===== src/rtl/pcie_tx_arbiter.sv =====
// rtl/pcie_tx_arbiter.sv - packet-atomic round-robin arbiter for the PCIe core transmit stream
module pcie_tx_arbiter #(
    parameter int          C_DATA_WIDTH = 64,
    parameter int          KEEP_WIDTH   = C_DATA_WIDTH / 8,
    parameter logic [5:0]  BUF_AV_MIN   = 6'd1
) (
    input  logic                    user_clk,
    input  logic                    user_reset,
    input  logic                    user_lnk_up,
    input  logic [5:0]              tx_buf_av,
    input  logic                    tx_cfg_req,
    output logic                    tx_cfg_gnt,

    input  logic                    src0_tvalid,
    input  logic [C_DATA_WIDTH-1:0] src0_tdata,
    input  logic [KEEP_WIDTH-1:0]   src0_tkeep,
    input  logic [3:0]              src0_tuser,
    input  logic                    src0_tlast,
    output logic                    src0_tready,

    input  logic                    src1_tvalid,
    input  logic [C_DATA_WIDTH-1:0] src1_tdata,
    input  logic [KEEP_WIDTH-1:0]   src1_tkeep,
    input  logic [3:0]              src1_tuser,
    input  logic                    src1_tlast,
    output logic                    src1_tready,

    output logic                    s_axis_tx_tvalid,
    output logic [C_DATA_WIDTH-1:0] s_axis_tx_tdata,
    output logic [KEEP_WIDTH-1:0]   s_axis_tx_tkeep,
    output logic [3:0]              s_axis_tx_tuser,
    output logic                    s_axis_tx_tlast,
    input  logic                    s_axis_tx_tready,

    output logic [1:0]              grant,
    output logic [15:0]             drop_count
);

    typedef enum logic [2:0] {IDLE, SRC0, SRC1, CFG, DRAIN} state_t;

    state_t state;
    state_t state_nxt;
    logic   last_grant;
    logic   last_grant_nxt;
    logic   pick;
    logic   drop_inc;

    always_ff @(posedge user_clk) begin
        if (user_reset) begin
            state      <= IDLE;
            last_grant <= 1'b1;
            drop_count <= 16'd0;
        end else begin
            state      <= state_nxt;
            last_grant <= last_grant_nxt;
            if (drop_inc && drop_count != 16'hFFFF) begin
                drop_count <= drop_count + 16'd1;
            end
        end
    end

    always_comb begin
        state_nxt      = state;
        last_grant_nxt = last_grant;
        drop_inc       = 1'b0;
        pick           = 1'b0;
        case (state)
            IDLE: begin
                if (user_lnk_up) begin
                    if (tx_cfg_req) begin
                        state_nxt = CFG;
                    end else if (tx_buf_av >= BUF_AV_MIN && (src0_tvalid || src1_tvalid)) begin
                        // On a tie the source that did not go last wins
                        pick           = (src0_tvalid && src1_tvalid) ? ~last_grant : src1_tvalid;
                        state_nxt      = pick ? SRC1 : SRC0;
                        last_grant_nxt = pick;
                    end
                end
            end
            SRC0: begin
                if (src0_tvalid && s_axis_tx_tready && src0_tlast) begin
                    state_nxt = IDLE;
                end else if (!user_lnk_up) begin
                    state_nxt = DRAIN;
                end
            end
            SRC1: begin
                if (src1_tvalid && s_axis_tx_tready && src1_tlast) begin
                    state_nxt = IDLE;
                end else if (!user_lnk_up) begin
                    state_nxt = DRAIN;
                end
            end
            DRAIN: begin
                // last_grant still names the source whose packet is being discarded
                if (last_grant ? (src1_tvalid && src1_tlast) : (src0_tvalid && src0_tlast)) begin
                    state_nxt = IDLE;
                    drop_inc  = 1'b1;
                end
            end
            CFG: begin
                if (!tx_cfg_req) begin
                    state_nxt = IDLE;
                end
            end
            default: state_nxt = IDLE;
        endcase
    end

    always_comb begin
        s_axis_tx_tvalid = 1'b0;
        s_axis_tx_tdata  = '0;
        s_axis_tx_tkeep  = '0;
        s_axis_tx_tuser  = 4'd0;
        s_axis_tx_tlast  = 1'b0;
        src0_tready      = 1'b0;
        src1_tready      = 1'b0;
        tx_cfg_gnt       = 1'b0;
        grant            = 2'b00;
        case (state)
            SRC0: begin
                s_axis_tx_tvalid = src0_tvalid;
                s_axis_tx_tdata  = src0_tdata;
                s_axis_tx_tkeep  = src0_tkeep;
                s_axis_tx_tuser  = src0_tuser;
                s_axis_tx_tlast  = src0_tlast;
                src0_tready      = s_axis_tx_tready;
                grant            = 2'b01;
            end
            SRC1: begin
                s_axis_tx_tvalid = src1_tvalid;
                s_axis_tx_tdata  = src1_tdata;
                s_axis_tx_tkeep  = src1_tkeep;
                s_axis_tx_tuser  = src1_tuser;
                s_axis_tx_tlast  = src1_tlast;
                src1_tready      = s_axis_tx_tready;
                grant            = 2'b10;
            end
            DRAIN: begin
                src0_tready = ~last_grant;
                src1_tready = last_grant;
            end
            CFG:     tx_cfg_gnt = 1'b1;
            default: ;
        endcase
    end

endmodule


===== config.mk =====
export PLATFORM = sky130hd
export DESIGN_NAME = pcie_tx_arbiter
export DESIGN_NICKNAME = d
export VERILOG_FILES = /design/src/rtl/pcie_tx_arbiter.sv
export SDC_FILE = /design/constraint.sdc
export NUM_CORES = 1
export LEC_CHECK = 0
export ABC_AREA = 1
export ABC_CLOCK_PERIOD_IN_PS = 2360
export CORE_AREA = 2 2 103 105
export DETAILED_ROUTE_END_ITERATION = 16
export DIE_AREA = 0 0 105 107
export GPL_TIMING_DRIVEN = 0
export PLACE_DENSITY_LB_ADDON = 0.2
export SYNTH_ARGS = -nofsm -noshare
export SYNTH_HDL_FRONTEND = slang
export SYNTH_SLANG_ARGS = --single-unit

===== constraint.sdc =====
create_clock -name user_clk -period 2.36 [get_ports user_clk]
set_clock_uncertainty 0.15 [all_clocks]
set_input_delay 0.472 -clock user_clk [delete_from_list [all_inputs] [get_ports user_clk]]
set_output_delay 0.472 -clock user_clk [all_outputs]
set_load 0.05 [all_outputs]

### Signal wires by layer

(4 px per µm)
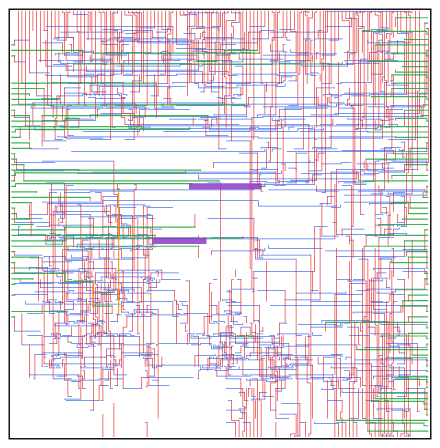
[met5] purple | wire length: 28.5 µm
[met2] red | wire length: 6070 µm
[met3] green | wire length: 1460 µm
[met4] orange | wire length: 40.1 µm
[met1] blue | wire length: 5470 µm

### M2 wires

(2 px per µm)
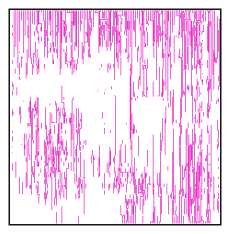
share of all routed wire: 46%
main direction: vertical

### The metal 3 layer

(2 px per µm) Cells faint in the background.
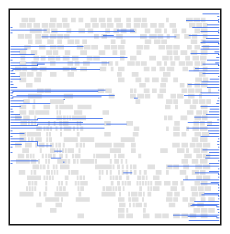
share of all routed wire: 11%
longest straight run: 67.2 µm
nets with wire on the layer: 129

### Clock nets

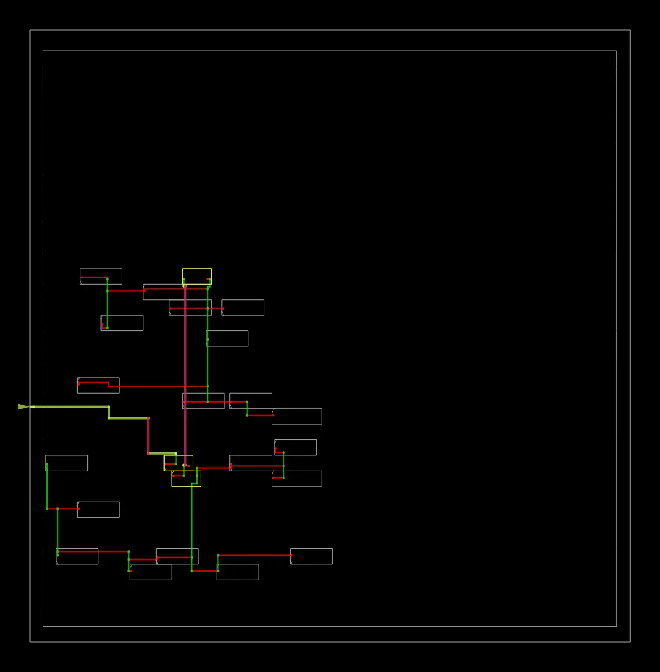
Layout clock buffers: 3
clock sinks: 20
CTS Buf Count: 3
P_clk: 0.000228 W

==> results.txt <==
fillers: 1099
CTS tree: built
sequential share of cell area: 0.08457
Die Width: 105 µm
Latency at later pin: 0.26 ns
WS Path Type: reg -> out
flip-flops with a built-in enable: 0
biggest regs: drop_count x16, state x3, last_grant x1
Log Warnings: 28
Top cell excl fill/tap: clkdlybuf4s50_1
Met1 Wirelength: 5.474 mm
top layer in use: met5
yosys stat area: 2046 µm²
yosys aoi share: 0.4000
CTS max path bufs: 2
reg2reg start: drop_count[0]$_SDFFE_PP0P_
total number of vias: 3302
outcome: finished clean
first-pass GRT wire length: 18.70 mm
RSZ-0062 raised after global routing: yes
PnR worst setup slack: 0.07890 ns
Setup WS pre-CTS: -0.6792 ns
DRC Markers: 0
Commonest cells post-synth: 77 x a22o_1, 64 x nand2_1, 32 x nor2_1, 20 x dfxtp_1, 16 x inv_1
pwr dens: 1165 nW/µm²
signal buffers share of area: 0.5492
Max IR drop VDD: 508.9 µV
number of global-route vias before repair: 3103
Worst Path Required: 1.74 ns
Comb area share: 0.3058
final hold vios: 0
fa+ha+maj area frac: 0.006116
Static Leakage: 2.050 nW
setup_tns: 0 ns
reg2reg end: drop_count[5]$_SDFFE_PP0P_
Port Buffer Count: 265
Reg2Reg Depth: 10
Hold Path End: drop_count[6]$_SDFFE_PP0P_
initial core utilization: 0.2027
crit-path max FO: 10
Initial DRC Count: 151
Clock-cell share: 0.008560
Yosys warnings: 0
Root Driver: clkbuf_8
worst hold path class: reg -> reg
crit path time final: 2.281 ns
Slew Limit Fails: 0
share of layout cells above drive strength 1: 0.2137
I/O pin count: 266
flop count: 20
final WL: 13.07 mm
CP Launch Type: flip-flop
f_max: 0.4384 GHz
MI comb cells: 240
largest net degree at the start of global routing: 11
Async S/R FF share, synth: 0
Signal inverters: 20
Setup crit end: grant[1]
die height: 107 µm
Max Cap Viol: 0
flops out of synthesis: 20
met1 usage: 0.2727
Detail Route Antenna Nets: 0
H-tree depth: 1
combinational gate area: 1475 µm²
GRT Residual Overflow: 0
most frequent cell after synthesis: a22o_1
worst reg-to-reg setup slack: 0.45 ns
Cells after Synth: 300
n_taps: 136
main flop type: dfxtp_1
Slew HR: 0.6198
# Cells Yosys: 300
most flop-heavy register: drop_count
Routed WL per cell: 18.46 µm
# diodes: 1
GR Util All Layers: 0.2146
Area-dominant class: buffers
hold path cells: 2
layout net count: 741
Clk pin slew, worst setup/hold paths: 0.07 ns
Final setup viols: 0
Synth area leader: a22o_1
[critical path, cell delays in order (launching register included)]
cell	delay [ns]
dfxtp_4	0.37
inv_2	0.06
nor3_4	0.17
buf_4	0.16
clkbuf_2	0.22
clkdlybuf4s15_2	0.42
[metrics by stage]
stage            util  instance area [µm²]  power [W]
6_report       0.4779                 4823   0.005617
5_1_grt        0.4777                 4821   0.005863
4_1_cts        0.4639                 4682   0.005451
3_5_place_dp   0.4826                 4871   0.005481
3_3_place_gp   0.4826                 4871   0.005463
2_1_floorplan       -                 2048   0.003706
[where the power goes]
| group | internal, W | total, W | switching [W] |
|---|---|---|---|
| Sequential | 0.000375 | 0.000409 | 0.0000344 |
| Combinational | 0.00167 | 0.00498 | 0.00332 |
| Clock | 0.000114 | 0.000228 | 0.000114 |
| Total | 0.00215 | 0.00562 | 0.00346 |
Power figures rest on the tool's default switching activity, not on a simulated workload.
